===== src/rtl/vga_pkg.sv =====
// Shared display-path constants: default 800x600@72 Hz raster timing,
// grid-mapper geometry and the common position type.
package vga_pkg;

    localparam int POS_W   = 11;
    localparam int POS_MAX = (1 << POS_W) - 1;

    typedef logic [POS_W-1:0] pos_t;

    // 800x600@72 Hz from a 50 MHz pixel clock
    localparam int   DEF_H_VIS  = 800;
    localparam int   DEF_H_FP   = 56;
    localparam int   DEF_H_SYNC = 120;
    localparam int   DEF_H_BP   = 64;
    localparam int   DEF_V_VIS  = 600;
    localparam int   DEF_V_FP   = 37;
    localparam int   DEF_V_SYNC = 6;
    localparam int   DEF_V_BP   = 23;
    localparam logic DEF_H_POL  = 1'b1;
    localparam logic DEF_V_POL  = 1'b1;
    localparam int   DEF_PIPE_DLY = 2;

    localparam int GRID_ORG_X  = 112;
    localparam int GRID_ORG_Y  = 39;
    localparam int GRID_CELL_W = 32;
    localparam int GRID_CELL_H = 17;
    localparam int GRID_COLS   = 20;
    localparam int GRID_ROWS   = 20;

    // Bundle that travels through the delay line to the VGA pins
    typedef struct packed {
        logic hsync;
        logic vsync;
        logic blank_n;
    } sync_t;

    function automatic logic in_span(pos_t p, pos_t lo, pos_t hi);
        return (p >= lo) && (p < hi);
    endfunction

endpackage


===== src/rtl/vga_sync_delay.sv =====
// Enabled shift register that lines up sync/blank with the colour lookup;
// reset preloads every stage so a reset also flushes the line.
module vga_sync_delay #(
    parameter int               WIDTH = 3,
    parameter int               DEPTH = 2,
    parameter logic [WIDTH-1:0] INIT  = '0
) (
    input  logic             clk,
    input  logic             rst_n,
    input  logic             en,
    input  logic [WIDTH-1:0] d,
    output logic [WIDTH-1:0] q
);

    logic [WIDTH-1:0] stage [DEPTH];

    // NOTE: this array is only a few flops deep, so every stage is reset;
    // leaving it unreset would emit stale syncs right after reset.
    always_ff @(posedge clk) begin
        if (!rst_n) begin
            for (int i = 0; i < DEPTH; i++) stage[i] <= INIT;
        end else if (en) begin
            stage[0] <= d;
            for (int i = 1; i < DEPTH; i++) stage[i] <= stage[i-1];
        end
    end

    assign q = stage[DEPTH-1];

endmodule


===== src/rtl/vga_timing_gen.sv =====
// VGA raster timing: free-running pixel/line counters, position decodes and
// sync/blank delayed to meet the colour data coming out of the grid RAM.
module vga_timing_gen
    import vga_pkg::*;
#(
    parameter int   H_VIS    = DEF_H_VIS,
    parameter int   H_FP     = DEF_H_FP,
    parameter int   H_SYNC   = DEF_H_SYNC,
    parameter int   H_BP     = DEF_H_BP,
    parameter int   V_VIS    = DEF_V_VIS,
    parameter int   V_FP     = DEF_V_FP,
    parameter int   V_SYNC   = DEF_V_SYNC,
    parameter int   V_BP     = DEF_V_BP,
    parameter logic H_POL    = DEF_H_POL,
    parameter logic V_POL    = DEF_V_POL,
    parameter int   PIPE_DLY = DEF_PIPE_DLY
) (
    input  logic             clk,
    input  logic             rst_n,
    input  logic             en,
    output logic [POS_W-1:0] pos_x,
    output logic [POS_W-1:0] pos_y,
    output logic             active,
    output logic             line_start,
    output logic             frame_start,
    output logic             hsync,
    output logic             vsync,
    output logic             blank_n
);

    localparam int H_TOTAL = H_VIS + H_FP + H_SYNC + H_BP;
    localparam int V_TOTAL = V_VIS + V_FP + V_SYNC + V_BP;

    if (H_TOTAL > POS_MAX || V_TOTAL > POS_MAX) begin : g_bad_total
        $error("vga_timing_gen: H_TOTAL/V_TOTAL exceed the 11-bit position range");
    end
    if (PIPE_DLY < 1 || PIPE_DLY > 8) begin : g_bad_dly
        $error("vga_timing_gen: PIPE_DLY must be within 1..8");
    end

    localparam pos_t H_LAST     = pos_t'(H_TOTAL - 1);
    localparam pos_t V_LAST     = pos_t'(V_TOTAL - 1);
    localparam pos_t H_VIS_END  = pos_t'(H_VIS);
    localparam pos_t V_VIS_END  = pos_t'(V_VIS);
    localparam pos_t H_SYNC_ON  = pos_t'(H_VIS + H_FP);
    localparam pos_t H_SYNC_OFF = pos_t'(H_VIS + H_FP + H_SYNC);
    localparam pos_t V_SYNC_ON  = pos_t'(V_VIS + V_FP);
    localparam pos_t V_SYNC_OFF = pos_t'(V_VIS + V_FP + V_SYNC);

    localparam sync_t RST_SYNC = '{hsync: ~H_POL, vsync: ~V_POL, blank_n: 1'b0};

    sync_t raw;
    sync_t dly;

    // NOTE: registered state uses <= so every flop samples the pre-edge
    // values; blocking = here would chain pos_x into pos_y within one edge.
    always_ff @(posedge clk) begin
        if (!rst_n) begin
            pos_x <= '0;
            pos_y <= '0;
        end else if (en) begin
            if (pos_x == H_LAST) begin
                pos_x <= '0;
                pos_y <= (pos_y == V_LAST) ? '0 : pos_y + 1'b1;
            end else begin
                pos_x <= pos_x + 1'b1;
            end
        end
    end

    // NOTE: raw gets a full default before any conditional logic so no
    // path through this block can leave a bit unassigned and infer a latch.
    always_comb begin
        raw         = RST_SYNC;
        active      = (pos_x < H_VIS_END) && (pos_y < V_VIS_END);
        line_start  = (pos_x == '0);
        frame_start = (pos_x == '0) && (pos_y == '0);
        raw.hsync   = in_span(pos_x, H_SYNC_ON, H_SYNC_OFF) ? H_POL : ~H_POL;
        raw.vsync   = in_span(pos_y, V_SYNC_ON, V_SYNC_OFF) ? V_POL : ~V_POL;
        raw.blank_n = active;
    end

    vga_sync_delay #(
        .WIDTH ($bits(sync_t)),
        .DEPTH (PIPE_DLY),
        .INIT  (RST_SYNC)
    ) u_sync_delay (
        .clk   (clk),
        .rst_n (rst_n),
        .en    (en),
        .d     (raw),
        .q     (dly)
    );

    assign hsync   = dly.hsync;
    assign vsync   = dly.vsync;
    assign blank_n = dly.blank_n;

endmodule


===== config.mk =====
export PLATFORM = sky130hd
export DESIGN_NAME = vga_timing_gen
export DESIGN_NICKNAME = d
export VERILOG_FILES = /design/src/rtl/vga_pkg.sv /design/src/rtl/vga_sync_delay.sv /design/src/rtl/vga_timing_gen.sv
export SDC_FILE = /design/constraint.sdc
export NUM_CORES = 1
export LEC_CHECK = 0
export ABC_AREA = 1
export CORE_MARGIN = 1
export CORE_UTILIZATION = 50
export CTS_CLUSTER_SIZE = 25
export DETAILED_ROUTE_END_ITERATION = 8
export PLACE_DENSITY_LB_ADDON = 0.05
export SLEW_MARGIN = 20
export SYNTH_ARGS = -nofsm -noshare
export SYNTH_HDL_FRONTEND = slang
export SYNTH_SLANG_ARGS = --single-unit

===== constraint.sdc =====
create_clock -name clk -period 2.75 [get_ports clk]
set_clock_uncertainty 0.2 [all_clocks]
set_input_delay 0.4125 -clock clk [delete_from_list [all_inputs] [get_ports clk]]
set_output_delay 0.4125 -clock clk [all_outputs]
set_load 0.02 [all_outputs]

Figure 1. Clock wires, drivers and flops (run 1).
Bar = 20 µm.
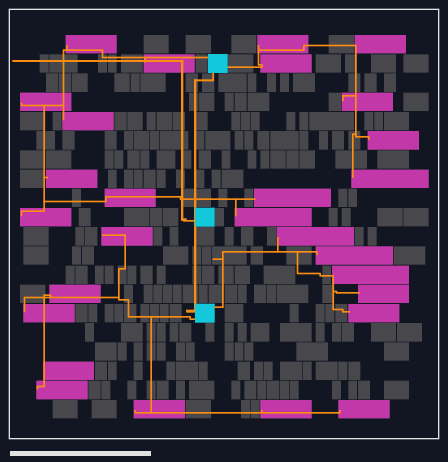
[magenta] flip-flops | count: 28
[orange] clock wires | length: 382 µm
[cyan] cells driving clock nets | count: 3
flops lie: all over the die
routed clock nets: 4

Figure 2. Wire density map (run 1).
12 x 12 tiles, from dark blue (low) to red (high), scaled to the fullest tile. Values are wire area over tile area, all layers added.
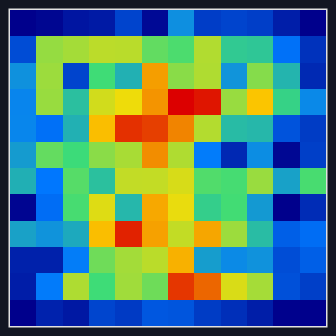
mean over tiles: 0.17
fullest tile: 0.41
nearly empty tiles: 6.9%
densest ninth of the die: middle
tiles over half the peak: 43%

==> results.cfg, run 1 <==
; physical design summary
[run_status]
status = completed

[power]
power_frac_comb_pct = 9.5
p_seq_share_pct = 60.6
power.group.top = sequential cells
powerClk_uw = 213
total_power_uw = 713
clockPowerShare_pct = 29.9
p_sw_share_pct = 24.8
p_per_area_nw_per_um2 = 341

[setup_path]
cp_common_cell = nand2_1
crit_buf_inv = 3
startpoint = pos_x[9]
r2r_start = pos_x[0]
cp_max_fo = 4
crit_required_ps = 2140
r2r_slack_ps = 940
cp.arrival_ps = 2010
r2r_end = pos_y[10]

[clock_network]
cts.sinks = 28
cts_resized = 0
clock_latency_ps = 340
clockBufferDepth = 2
numCtsBuffers = 3
clk_pin_slew_ps = 160

[finish]
lay_top_cells = 52 x nand2_1, 35 x inv_1, 31 x nor2_1
syn_to_final_growth_pct = 21.5
num-multi-input-gates = 173
final_common_cell = nand2_1
final_cell_area_um2 = 2090
clock_area_share_pct = 1.74
top_regs = pos_x (11), pos_y (11), u_sync_delay.stage (6)
nClkBuffers = 4
fin_cells = 317
n_antenna_cell = 0
drive_gt1_share_pct = 9.16
layout.area.comb_um2 = 925

[synth]
adder_share_pct = 3.64
avgSynthCellArea_um2 = 7.04
top_area_cell = dfxtp_1
synth_chip_area_um2 = 1720
synthArstFlopShare_pct = 0
yosys-top-cells-area = dfxtp_1 26%, nand2_1 11%, edfxtp_1 10%
synth.most_common_cell = nand2_1
synth.top_cell.area_share_pct = 25.6
ys_cells = 244
synth.mux.area_fraction_pct = 0
ys_warn_count = 0
synth.net_count = 252
yosys.area_share.aoi_pct = 8.89

[grt]
grt_max_degree = 16
grtUsageMet1_pct = 37.5
first_global_vias = 1384
grt_use_total_pct = 23.7
grt_pass1_wl_um = 6440
grt.busiest_layer = met1

[detailed_routing]
drc = 0
route.met2.wl_um = 1510
wl_met1_um = 2130
antenna_left = 0
vias_per_cell = 5.12
vias = 1622

[die]
die_w_um = 60.6
fp-utilization_pct = 54.5
die_h_um = 60.6
pin_count = 31

[sta]
max_freq_mhz = 382
fin_tns_setup_ps = 0
tightest_slew_ps = 476
finalWorstSetupSlack_ps = 131
fin_crit_sh_pct = 95.2
setup_viol = 0
finalCriticalPeriod_ps = 2620
hold_viol = 0

[place]
pre_cts_slack_ps = 410
io_buffers = 30
hpwl_um = 2930

[min_path]
holdCritPathClass = flop to flop

[job]
max_cap_violations = 0
Figure 3. Register map, names as in the netlist (run 1).
Other sequential cells in the stronger grey, the rest of the logic in the fainter grey.
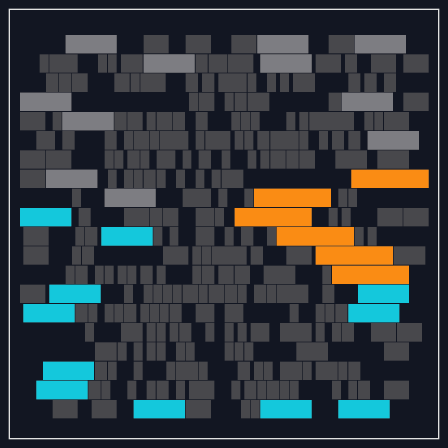
[orange] `u_sync_delay.stage` | placed flops: 6 | where: right middle
[cyan] `pos_y` | placed flops: 11
fin util: 66.2%
power of the sequential group: 432 µW
flop share of the area: 29.7%
FF/Latch Area: 621 µm²

Figure 4. Clock routing (run 1).
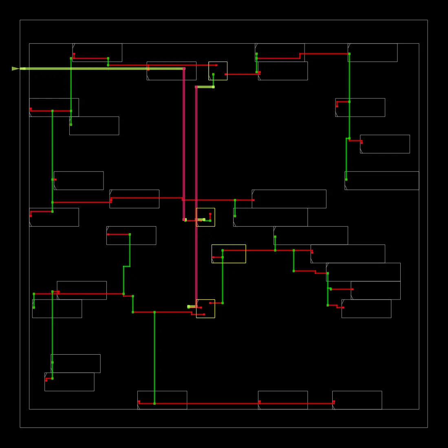

==> run 2, diff against run 1 <==
- CORE_UTILIZATION: 50 -> 40
Figure 5. Clock routing (run 2).
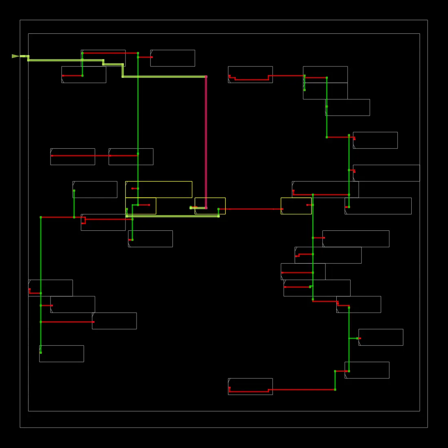
flip-flop and latch count: 28
worst skew pair latency: 270 ps

==> run 2 against run 1 <==
  * Routed wire length grew 3.3%
  * Core utilization shrank 14 points
  * Sequential power is essentially flat
  * Synthesized area is the same
  * Setup slack gained 38 ps
  * Hold slack lost 10 ps
  * Sequential share of layout area shrank 0.53 points
  * Total power grew 16%
  * Largest cell class unchanged
  * Largest power group unchanged
  * Highest routed layer unchanged
==> results.cfg, run 2 <==
; physical design summary
[clock_network]
clk_pin_slew_ps = 100
cts_resized = 0
numCtsBuffers = 3
cts.sinks = 28
clockBufferDepth = 2

[power]
power_frac_comb_pct = 8.3
p_per_area_nw_per_um2 = 388
p_seq_share_pct = 52.3
clockPowerShare_pct = 39.5
seq_cell_power_uw = 431
p_sw_share_pct = 21.3
power.group.top = sequential cells
powerClk_uw = 325

[min_path]
holdCritPathClass = flop to flop

[run_status]
status = completed

[finish]
nClkBuffers = 3
seq_share_pct = 29.2
fin_util_pct = 52.4
top_regs = pos_x (11), pos_y (11), u_sync_delay.stage (6)
final_cell_area_um2 = 2120
regArea_um2 = 621
num-multi-input-gates = 173
syn_to_final_growth_pct = 23.7
layout.area.comb_um2 = 920
final_common_cell = nand2_1
n_antenna_cell = 0
fin_cells = 323

[synth]
ys_warn_count = 0
yosys.area_share.aoi_pct = 8.89
yosys-top-cells-area = dfxtp_1 26%, nand2_1 11%, edfxtp_1 10%
top_area_cell = dfxtp_1
synth.most_common_cell = nand2_1
synth_chip_area_um2 = 1720
synth.mux.area_fraction_pct = 0
avgSynthCellArea_um2 = 7.04
ys_cells = 244
adder_share_pct = 3.64

[place]
pre_cts_slack_ps = 388
io_buffers = 30

[die]
die_w_um = 67.5
pin_count = 31
die_h_um = 67.5

[setup_path]
startpoint = pos_y[8]
r2r_end = pos_y[7]
cp.arrival_ps = 1970
crit_required_ps = 2140
crit_buf_inv = 1
cp_max_fo = 9
r2r_start = pos_x[0]

[sta]
fin_crit_sh_pct = 93.9
tightest_slew_ps = 473
finalWorstSetupSlack_ps = 169
setup_viol = 0
relSlewSlack_pct = 68.4
hold_viol = 0
fin_tns_setup_ps = 0
max_freq_mhz = 387

[detailed_routing]
wl_met1_um = 2250
vias_per_cell = 4.84
antenna_left = 0
wl_um = 4020
route.met2.wl_um = 1560
met3_length_um = 187
drc = 0

[grt]
grt.busiest_layer = met1
grt_pass1_wl_um = 6970
grt_use_total_pct = 20.2
grtUsageMet1_pct = 31.2
first_global_vias = 1480

[job]
max_cap_violations = 0
Power and IR drop assume default switching activity.
